## src/rtl/vga_timing_gen_pkg.sv

```systemverilog
// Shared timing constants, coordinate type and a window helper for the VGA
// timing generator.
package vga_timing_pkg;

  localparam int COORD_W = 10;

  localparam int H_VISIBLE_DEF = 640;
  localparam int H_FRONT_DEF   = 16;
  localparam int H_SYNC_DEF    = 96;
  localparam int H_BACK_DEF    = 48;
  localparam int V_VISIBLE_DEF = 480;
  localparam int V_FRONT_DEF   = 10;
  localparam int V_SYNC_DEF    = 2;
  localparam int V_BACK_DEF    = 33;

  localparam int H_TOTAL_DEF = H_VISIBLE_DEF + H_FRONT_DEF + H_SYNC_DEF + H_BACK_DEF;
  localparam int V_TOTAL_DEF = V_VISIBLE_DEF + V_FRONT_DEF + V_SYNC_DEF + V_BACK_DEF;

  typedef logic [COORD_W-1:0] coord_t;

  // Half-open window test: lo <= v < hi.
  function automatic logic in_window(input coord_t v, input coord_t lo, input coord_t hi);
    return (v >= lo) && (v < hi);
  endfunction

endpackage

```

## src/rtl/vga_timing_gen_if.sv

```systemverilog
// Output bundle of the VGA timing generator. The generator drives it through
// the master modport; pixel pipelines consume it through the slave modport.
interface vga_timing_if;
  import vga_timing_pkg::*;

  coord_t      DrawX;
  coord_t      DrawY;
  logic        blank;
  logic        hs;
  logic        vs;
  logic        frame_start;
  logic [7:0]  frame_count;

  modport master (
    output DrawX, DrawY, blank, hs, vs, frame_start, frame_count
  );

  modport slave (
    input DrawX, DrawY, blank, hs, vs, frame_start, frame_count
  );

endinterface

```

## src/rtl/vga_timing_gen_wrap_counter.sv

```systemverilog
// Modulo counter with enable. Resets asynchronously to a load value, exposes
// the value it will take on the next edge, and flags the edge on which it
// wraps back to zero.
module wrap_counter #(
  parameter int WIDTH   = 10,
  parameter int MODULUS = 800,
  parameter int LOAD    = MODULUS - 1
) (
  input  logic             clk,
  input  logic             rst,
  input  logic             i_en,
  output logic [WIDTH-1:0] o_count,
  output logic [WIDTH-1:0] o_next,
  output logic             o_wrap
);

  localparam logic [WIDTH-1:0] LAST     = WIDTH'(MODULUS - 1);
  localparam logic [WIDTH-1:0] LOAD_VAL = WIDTH'(LOAD);

  logic [WIDTH-1:0] r_count;

  assign o_wrap  = i_en && (r_count == LAST);
  assign o_count = r_count;

  // Next value: hold, step, or wrap to zero at the top of the range.
  always_comb begin
    o_next = r_count;
    if (i_en) begin
      o_next = (r_count == LAST) ? '0 : r_count + WIDTH'(1);
    end
  end

  // Count register, loaded immediately on reset.
  always_ff @(posedge clk or posedge rst) begin
    if (rst) begin
      r_count <= LOAD_VAL;
    end else begin
      r_count <= o_next;
    end
  end

endmodule

```

## src/rtl/vga_timing_gen.sv

```systemverilog
// VGA raster timing generator. Free-running X/Y scan counters plus blank,
// hsync, vsync and frame-start flags, all registered from the counters' next
// values so they line up with DrawX/DrawY on the same cycle.
// Optional feature: define VGA_FRAME_COUNT_EN to build an 8-bit frame counter;
// otherwise frame_count reads 0 and no register is built for it.
module vga_timing_gen
  import vga_timing_pkg::*;
#(
  parameter int H_VISIBLE = H_VISIBLE_DEF,
  parameter int H_FRONT   = H_FRONT_DEF,
  parameter int H_SYNC    = H_SYNC_DEF,
  parameter int H_BACK    = H_BACK_DEF,
  parameter int V_VISIBLE = V_VISIBLE_DEF,
  parameter int V_FRONT   = V_FRONT_DEF,
  parameter int V_SYNC    = V_SYNC_DEF,
  parameter int V_BACK    = V_BACK_DEF
) (
  input  logic         vga_clk,
  input  logic         reset,
  vga_timing_if.master vga
);

  localparam int H_TOTAL = H_VISIBLE + H_FRONT + H_SYNC + H_BACK;
  localparam int V_TOTAL = V_VISIBLE + V_FRONT + V_SYNC + V_BACK;

  localparam coord_t X_VIS_END  = coord_t'(H_VISIBLE);
  localparam coord_t X_SYNC_BEG = coord_t'(H_VISIBLE + H_FRONT);
  localparam coord_t X_SYNC_END = coord_t'(H_VISIBLE + H_FRONT + H_SYNC);
  localparam coord_t Y_VIS_END  = coord_t'(V_VISIBLE);
  localparam coord_t Y_SYNC_BEG = coord_t'(V_VISIBLE + V_FRONT);
  localparam coord_t Y_SYNC_END = coord_t'(V_VISIBLE + V_FRONT + V_SYNC);

  coord_t w_x;
  coord_t w_y;
  coord_t w_x_next;
  coord_t w_y_next;
  logic   w_x_wrap;
  logic   w_y_wrap;

  logic   r_blank;
  logic   r_hs;
  logic   r_vs;
  logic   r_frame_start;

  wrap_counter #(
    .WIDTH   (COORD_W),
    .MODULUS (H_TOTAL)
  ) u_x_cnt (
    .clk     (vga_clk),
    .rst     (reset),
    .i_en    (1'b1),
    .o_count (w_x),
    .o_next  (w_x_next),
    .o_wrap  (w_x_wrap)
  );

  // Y only steps on the edge where X wraps, so its wrap flag marks frame entry.
  wrap_counter #(
    .WIDTH   (COORD_W),
    .MODULUS (V_TOTAL)
  ) u_y_cnt (
    .clk     (vga_clk),
    .rst     (reset),
    .i_en    (w_x_wrap),
    .o_count (w_y),
    .o_next  (w_y_next),
    .o_wrap  (w_y_wrap)
  );

  // Flags decoded from the next position so they match DrawX/DrawY exactly.
  always_ff @(posedge vga_clk or posedge reset) begin
    if (reset) begin
      r_blank       <= 1'b0;
      r_hs          <= 1'b1;
      r_vs          <= 1'b1;
      r_frame_start <= 1'b0;
    end else begin
      r_blank       <= (w_x_next < X_VIS_END) && (w_y_next < Y_VIS_END);
      r_hs          <= !in_window(w_x_next, X_SYNC_BEG, X_SYNC_END);
      r_vs          <= !in_window(w_y_next, Y_SYNC_BEG, Y_SYNC_END);
      r_frame_start <= w_y_wrap;
    end
  end

`ifdef VGA_FRAME_COUNT_EN
  logic [7:0] r_frame_count;

  // Counts every entry into (0,0); wraps naturally at 8 bits.
  always_ff @(posedge vga_clk or posedge reset) begin
    if (reset) begin
      r_frame_count <= 8'd0;
    end else if (w_y_wrap) begin
      r_frame_count <= r_frame_count + 8'd1;
    end
  end

  assign vga.frame_count = r_frame_count;
`else
  assign vga.frame_count = 8'd0;
`endif

  assign vga.DrawX       = w_x;
  assign vga.DrawY       = w_y;
  assign vga.blank       = r_blank;
  assign vga.hs          = r_hs;
  assign vga.vs          = r_vs;
  assign vga.frame_start = r_frame_start;

endmodule

```

## src/flat_wrapper.sv

```systemverilog
// flat-port wrapper written by rule: the top's interface ports become plain ports
module vga_timing_gen_flat import vga_timing_pkg::*;
#(
  parameter int H_VISIBLE = H_VISIBLE_DEF,
  parameter int H_FRONT   = H_FRONT_DEF,
  parameter int H_SYNC    = H_SYNC_DEF,
  parameter int H_BACK    = H_BACK_DEF,
  parameter int V_VISIBLE = V_VISIBLE_DEF,
  parameter int V_FRONT   = V_FRONT_DEF,
  parameter int V_SYNC    = V_SYNC_DEF,
  parameter int V_BACK    = V_BACK_DEF
)
  (vga_clk, reset, vga_DrawX, vga_DrawY, vga_blank, vga_hs, vga_vs, vga_frame_start, vga_frame_count);
  vga_timing_if vga_i ();
  input  logic vga_clk;
  input  logic reset;
  output wire logic [$bits(vga_i.DrawX)-1:0] vga_DrawX;
  output wire logic [$bits(vga_i.DrawY)-1:0] vga_DrawY;
  output wire logic [$bits(vga_i.blank)-1:0] vga_blank;
  output wire logic [$bits(vga_i.hs)-1:0] vga_hs;
  output wire logic [$bits(vga_i.vs)-1:0] vga_vs;
  output wire logic [$bits(vga_i.frame_start)-1:0] vga_frame_start;
  output wire logic [$bits(vga_i.frame_count)-1:0] vga_frame_count;
  assign vga_DrawX = vga_i.DrawX;
  assign vga_DrawY = vga_i.DrawY;
  assign vga_blank = vga_i.blank;
  assign vga_hs = vga_i.hs;
  assign vga_vs = vga_i.vs;
  assign vga_frame_start = vga_i.frame_start;
  assign vga_frame_count = vga_i.frame_count;
  vga_timing_gen #(.H_VISIBLE(H_VISIBLE), .H_FRONT(H_FRONT), .H_SYNC(H_SYNC), .H_BACK(H_BACK), .V_VISIBLE(V_VISIBLE), .V_FRONT(V_FRONT), .V_SYNC(V_SYNC), .V_BACK(V_BACK)) u_core (.vga_clk(vga_clk), .reset(reset), .vga(vga_i));
endmodule
```

## config.mk

```make
export PLATFORM = sky130hd
export DESIGN_NAME = vga_timing_gen_flat
export DESIGN_NICKNAME = d
export VERILOG_FILES = /design/src/rtl/vga_timing_gen_pkg.sv /design/src/rtl/vga_timing_gen_if.sv /design/src/rtl/vga_timing_gen_wrap_counter.sv /design/src/rtl/vga_timing_gen.sv /design/src/flat_wrapper.sv
export SDC_FILE = /design/constraint.sdc
export NUM_CORES = 1
export LEC_CHECK = 0
export CORE_ASPECT_RATIO = 0.75
export CORE_UTILIZATION = 30
export CTS_CLUSTER_SIZE = 20
export DETAILED_ROUTE_END_ITERATION = 7
export PLACE_DENSITY_LB_ADDON = 0.25
export SETUP_SLACK_MARGIN = 0.4
export SYNTH_ARGS = -nofsm -noshare
export SYNTH_HDL_FRONTEND = slang
export SYNTH_SLANG_ARGS = --single-unit
export TNS_END_PERCENT = 1
```

## constraint.sdc

```tcl
create_clock -name vga_clk -period 1.83 [get_ports vga_clk]
set_clock_uncertainty 0.15 [all_clocks]
set_input_delay 0.366 -clock vga_clk [delete_from_list [all_inputs] [get_ports vga_clk]]
set_output_delay 0.366 -clock vga_clk [all_outputs]
set_load 0.05 [all_outputs]
```

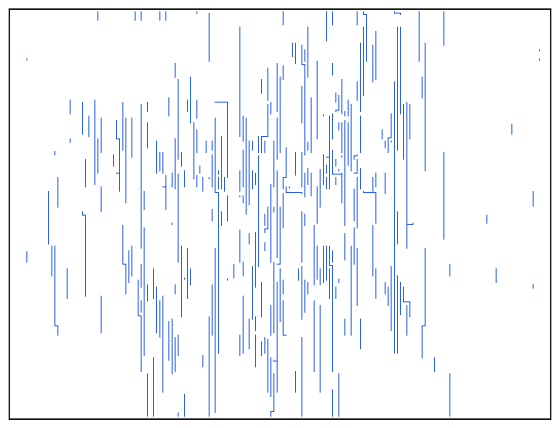
Run 1: M2 wires
The wires run mostly vertical. 181 nets have wire on it.

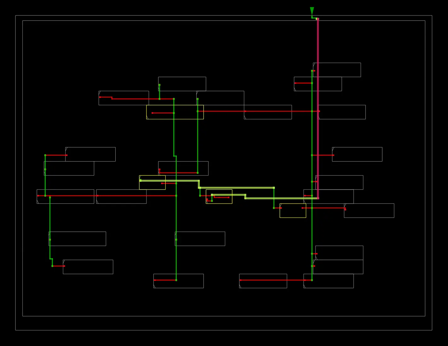
Run 1: clock wiring as the flow saved it
clk ins delay skew pair: 0.27 ns
# clk buffers: 3

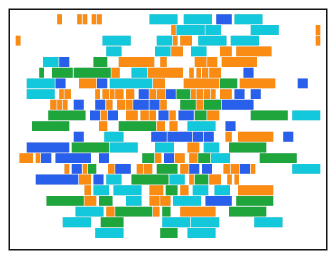
Run 1: cells by drive strength
Orange marks x1 and smaller, cells 92. Green marks x2, cells 31. Blue marks x3 and x4, cells 39. Cyan marks x6 and larger, cells 41.
Area Overhead vs Synth: 73.44%
Buffers, non-clock: 66

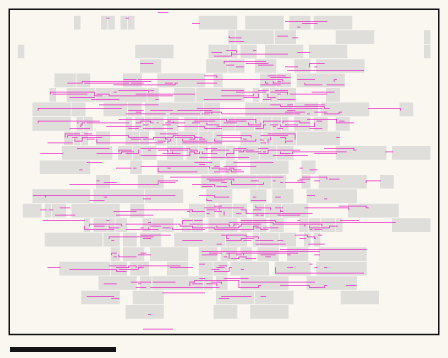
Run 1: M1 wires
Bar = 20 µm. Cells faint in the background.
The layer carries 1,580 µm of wire. The layer holds 47% of the routed length. 174 nets have wire on it.
met1 Usage GRT: 21.82%
final WL: 3.324 mm
routed vias: 1,252

==> changes_impl.md, run 1 <==
## Flow update

- PD cells: 437.2 nW/µm²
- Placed Area: around 2200 µm²
- Final std cells w/o fill: 260
- Via/cell ratio: a little under 5
- Worst EP arrival: 2.07 ns
- Max stage delay cell, worst path: dfstp_4
- Seq pwr share: roughly half
- #MultiIn Comb: roughly 100
- Status: complete, but fails checks
- Hold crit path type: primary input to async pin
- Post-synth ARST share: 100.0%
- Fp util: 31.19%
- Filler cells: 387
- Worst vdd rail ir drop: approximately 0.00032 V
- Seq_cells: 24
- Root buf cell: clkbuf_8
- # resized after CTS: 24
- # DRC: 0
- Place WS: -0.3057 ns
- Sequential logic power: 531 µW
- Crit. Startpoint: u_core.u_x_cnt.o_count[1]
- R2R setup slack: -0.18 ns
- Layout cells sized above 1: 54.68%
- Crit path max fanout: 7
- Final setup viols: 10
- Final Hold Slack: roughly 0.28 ns
- Placed wire-length estimate: 2.504 mm
- P_sw: 223.1 µW
- Logic share of the area: 32.14%
- Final net count: 209
- Post-CTS setup buffers: 3
- RR Endpoint: u_core.vga.vs
- Placed cell count: ~250
- Post-route cell area: 2402 µm²
- Crit path DRT: about 1.9 ns
- Top cells excl fill/tap: buf_4 (28), buf_12 (23), buf_6 (14), dfstp_2 (10), dfrtp_1 (9)
- Register area share after synthesis: roughly 44%
- Hold buffers post-CTS: 0
- Unique cell types: about 45
- Die Wd: 80.46 µm
- Failing checks: setup timing
- Drt wl/cell: 12.78 µm
- Ys Warns: 0
- Post-Syn Area: about 1400 µm²
- Final Cycle Share: 109.9%
- Mux share: under 10%
- Top power group: registers
- Max Cap Violations: 0
- Met2 Use GR: 22.76%
- Post-synth top area share: 22.76%
- Clock Path Buffers: 2
- H-Tree Level Count: 1
- Routing usage on met3: 3.308%
- Global-route wire length before repair: 5.513 mm
- Critical path depth: 6
- CTS buffer count: 3
- Final WS setup: -0.1804 ns
- WL met2: around 1.5 mm
- Largest net degree at the start of global routing: 25
- I/O pin count: 34
- Comb. pwr: 49.5 µW
- CP cell instances: ha_4 -> and4_4 -> nand3_4 -> or3_4 -> mux2i_4 -> nand4b_1
- Kind of end point of the critical path: register
- Syn avg cell area: 10.04 µm²
- Fmax achieved: roughly 500 MHz
- Post-synth area from yosys stat: between 1000 and 1500 µm²
- CTS Sinks: 24
- Met3 WL: about 170 µm
- Comb power frac: 4.7%
- Synth area leader: dfstp_2
- Vias in the first global route: 1,154
- Worst setup path end: u_core.vga.vs
- Yosys cell count: 138
- Yosys simple share: between 20% and 30%
- Top FF cell, synth: dfstp_2
- Fin. Hold Viols: 0
- CP Class: register to register
- XOR Share, Synth: 5.059%
- Die ar.: 4896 µm²
- Crit path buf inv count: 0
- Clock group total power: 470 µW
- Logic area: ~770 µm²
- # diodes: 0
==> run 2, diff against run 1 <==
--- a/config.mk
+++ b/config.mk
@@ -9,6 +9,7 @@
 export CORE_UTILIZATION = 30
 export CTS_CLUSTER_SIZE = 20
 export DETAILED_ROUTE_END_ITERATION = 7
+export HOLD_SLACK_MARGIN = 0.12
 export PLACE_DENSITY_LB_ADDON = 0.25
 export SETUP_SLACK_MARGIN = 0.4
 export SYNTH_ARGS = -nofsm -noshare
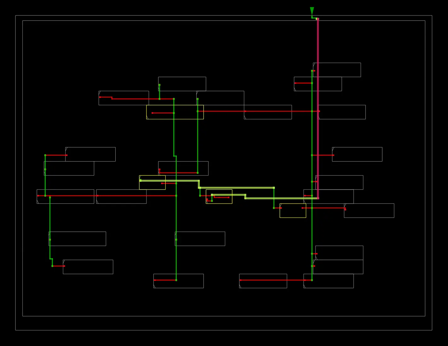
Run 2: clock wiring as the flow saved it
CTS Sinks: 24
clock group total power: 470 µW
seq_cells: 24

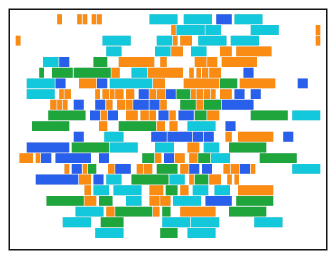
Run 2: cells by drive strength
Green marks x2, cells 31. Cyan marks x6 and larger, cells 41. Orange marks x1 and smaller, cells 92. Blue marks x3 and x4, cells 39.

==> changes_impl.md, run 2 <==
## Flow update

- Root buf cell: clkbuf_8
- Global-route wire length before repair: 5.513 mm
- Unique cell types: 45
- Comb. pwr: about 50 µW
- R2R setup slack: -0.18 ns
- Logic area: 772.0 µm²
- Seq pwr share: 50.6%
- CP cell instances: ha_4 -> and4_4 -> nand3_4 -> or3_4 -> mux2i_4 -> nand4b_1
- Via/cell ratio: between 4 and 5
- Sequential logic power: 531 µW
- Worst EP arrival: 2.07 ns
- XOR Share, Synth: 5.059%
- Place WS: -0.3057 ns
- Final setup viols: 10
- Final Hold Slack: 0.2808 ns
- Worst setup path end: u_core.vga.vs
- Status: complete, but fails checks
- WL met2: 1.543 mm
- H-Tree Level Count: 1
- # clk buffers: 3
- PD cells: about 440 nW/µm²
- Critical path depth: 6
- Fin. Hold Viols: 0
- # DRC: 0
- Post-synth area from yosys stat: 1385 µm²
- Final WS setup: -0.1804 ns
- Placed Area: 2165 µm²
- CP Class: register to register
- # diodes: 0
- Worst vdd rail ir drop: 0.0003154 V
- Post-Syn Area: 1385 µm²
- Clock Path Buffers: 2
- Fmax achieved: 497.4 MHz
- Area Overhead vs Synth: 73.44%
- Crit path DRT: ~1.9 ns
- Mux share: 2.349%
- Buffers, non-clock: 66
- P_sw: between 200 and 250 µW
- Drt wl/cell: between 10 and 15 µm
- Met2 Use GR: 22.76%
- Yosys cell count: 138
- Top cells excl fill/tap: buf_4 (28), buf_12 (23), buf_6 (14), dfstp_2 (10), dfrtp_1 (9)
- Failing checks: setup timing
- Max Cap Violations: 0
- Routing usage on met3: 3.308%
- Filler cells: 387
- Die Wd: 80.46 µm
- Met3 WL: 169 µm
- # resized after CTS: 24
- Largest net degree at the start of global routing: 25
- Yosys simple share: between 20% and 30%
- Vias in the first global route: approximately 1,200
- Post-route cell area: 2402 µm²
- Ys Warns: 0
- Layout cells sized above 1: 54.68%
- Post-synth ARST share: 100.0%
- I/O pin count: 34
- Crit. Startpoint: u_core.u_x_cnt.o_count[1]
- #MultiIn Comb: slightly above 100
- Kind of end point of the critical path: register
- RR Endpoint: u_core.vga.vs
- Final Cycle Share: 109.9%
- Syn avg cell area: around 10 µm²
- Hold buffers post-CTS: 0
- Logic share of the area: 32.14%
- Routed vias: approximately 1,300
- Placed wire-length estimate: 2.504 mm
- Die ar.: 4896 µm²
- Hold crit path type: primary input to async pin
Run 2, M1 wires:
Bar = 20 µm. Cells faint in the background.
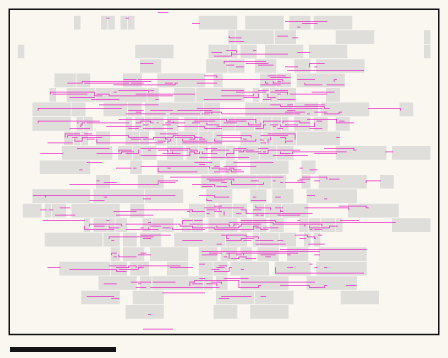

==> run 3, diff against run 2 <==
--- a/config.mk
+++ b/config.mk
@@ -6,6 +6,7 @@
 export NUM_CORES = 1
 export LEC_CHECK = 0
 export CORE_ASPECT_RATIO = 0.75
+export CORE_MARGIN = 2
 export CORE_UTILIZATION = 30
 export CTS_CLUSTER_SIZE = 20
 export DETAILED_ROUTE_END_ITERATION = 7
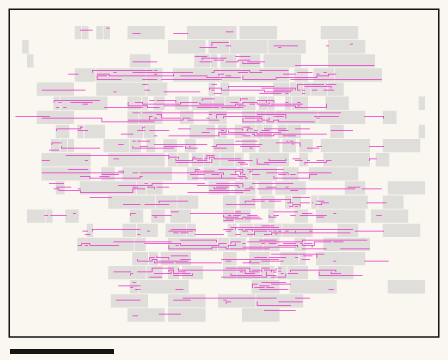
Run 3: M1 wires
Bar = 20 µm. Cells faint in the background.
The wires run mostly horizontal. 174 nets have wire on it. The longest straight run is 38.2 µm. The layer carries 1,640 µm of wire.

==> changes_impl.md, run 3 <==
## Flow update

- Seq_cells: 24
- Crit. Startpoint: u_core.u_x_cnt.o_count[1]
- Final WS setup: -0.1488 ns
- Top power group: registers
- Filler cells: 379
- PD cells: approximately 430 nW/µm²
- Placed Area: 2187 µm²
- Vias in the first global route: 1,298
- Final Cycle Share: 108.1%
- Post-synth ARST share: 100.0%
- Post-synth area from yosys stat: between 1000 and 1500 µm²
- I/O pin count: 34
- Die Wd: roughly 82 µm
- R2R setup slack: -0.15 ns
- Clk ins delay skew pair: approximately 0.27 ns
- Buffers, non-clock: 67
- Ys Warns: 0
- CP cell instances: ha_4 -> and4_4 -> nand3_4 -> or3_4 -> mux2i_4 -> nand4b_1
- Hold buffers post-CTS: 0
- Crit path max fanout: 7
- Status: complete, but fails checks
- Worst setup path end: u_core.vga.vs
- Worst EP arrival: 2.04 ns
- Final std cells w/o fill: 261
- XOR Share, Synth: between 5 and 6%
- Logic area: 809.5 µm²
- CP Class: register to register
- Seq pwr share: 50.5%
- Placed cell count: 255
- Logic share of the area: roughly a third
- Layout cells sized above 1: 56.86%
- Unique cell types: 45
- Crit path buf inv count: 0
- Sequential logic power: 531 µW
- # diodes: 0
- Drt wl/cell: around 14 µm
- # resized after CTS: 36
- Post-synth top area share: 22.76%
- Post-Syn Area: 1385 µm²
- Failing checks: setup timing
- Yosys cell count: 138
- Clock Path Buffers: 2
- Root buf cell: clkbuf_8
- #MultiIn Comb: 103
- # clk buffers: 3
- Max Cap Violations: 0
- Final WL: 3.539 mm
- Clock group total power: 470 µW
- CTS buffer count: 3
- Fin. Hold Viols: 0
- Met3 WL: 172 µm
- Routed vias: 1,282
- Final setup viols: 8
- Place WS: -0.2697 ns
- Register area share after synthesis: 44.44%
- Comb power frac: around 4.7%
- H-Tree Level Count: 1
- WL met2: 1.670 mm
- Largest net degree at the start of global routing: 25
- P_sw: 223.4 µW
- Kind of end point of the critical path: register
- Worst vdd rail ir drop: 0.0004940 V
- Met2 Use GR: 22.28%
- Post-route cell area: 2446 µm²
- # DRC: 0
- Final Hold Slack: around 0.27 ns
- Top FF cell, synth: dfstp_2
- RR Endpoint: u_core.vga.vs
- Global-route wire length before repair: 6.009 mm
- Final net count: 210
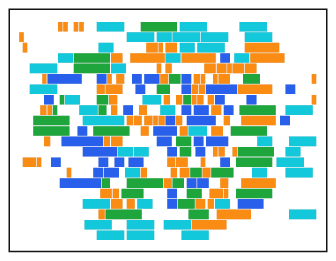
Run 3: cells by drive strength
Orange marks x1 and smaller, cells 88. Blue marks x3 and x4, cells 42. Green marks x2, cells 31. Cyan marks x6 and larger, cells 43.

No activity file was given, so power comes from the tool's default toggle rates.
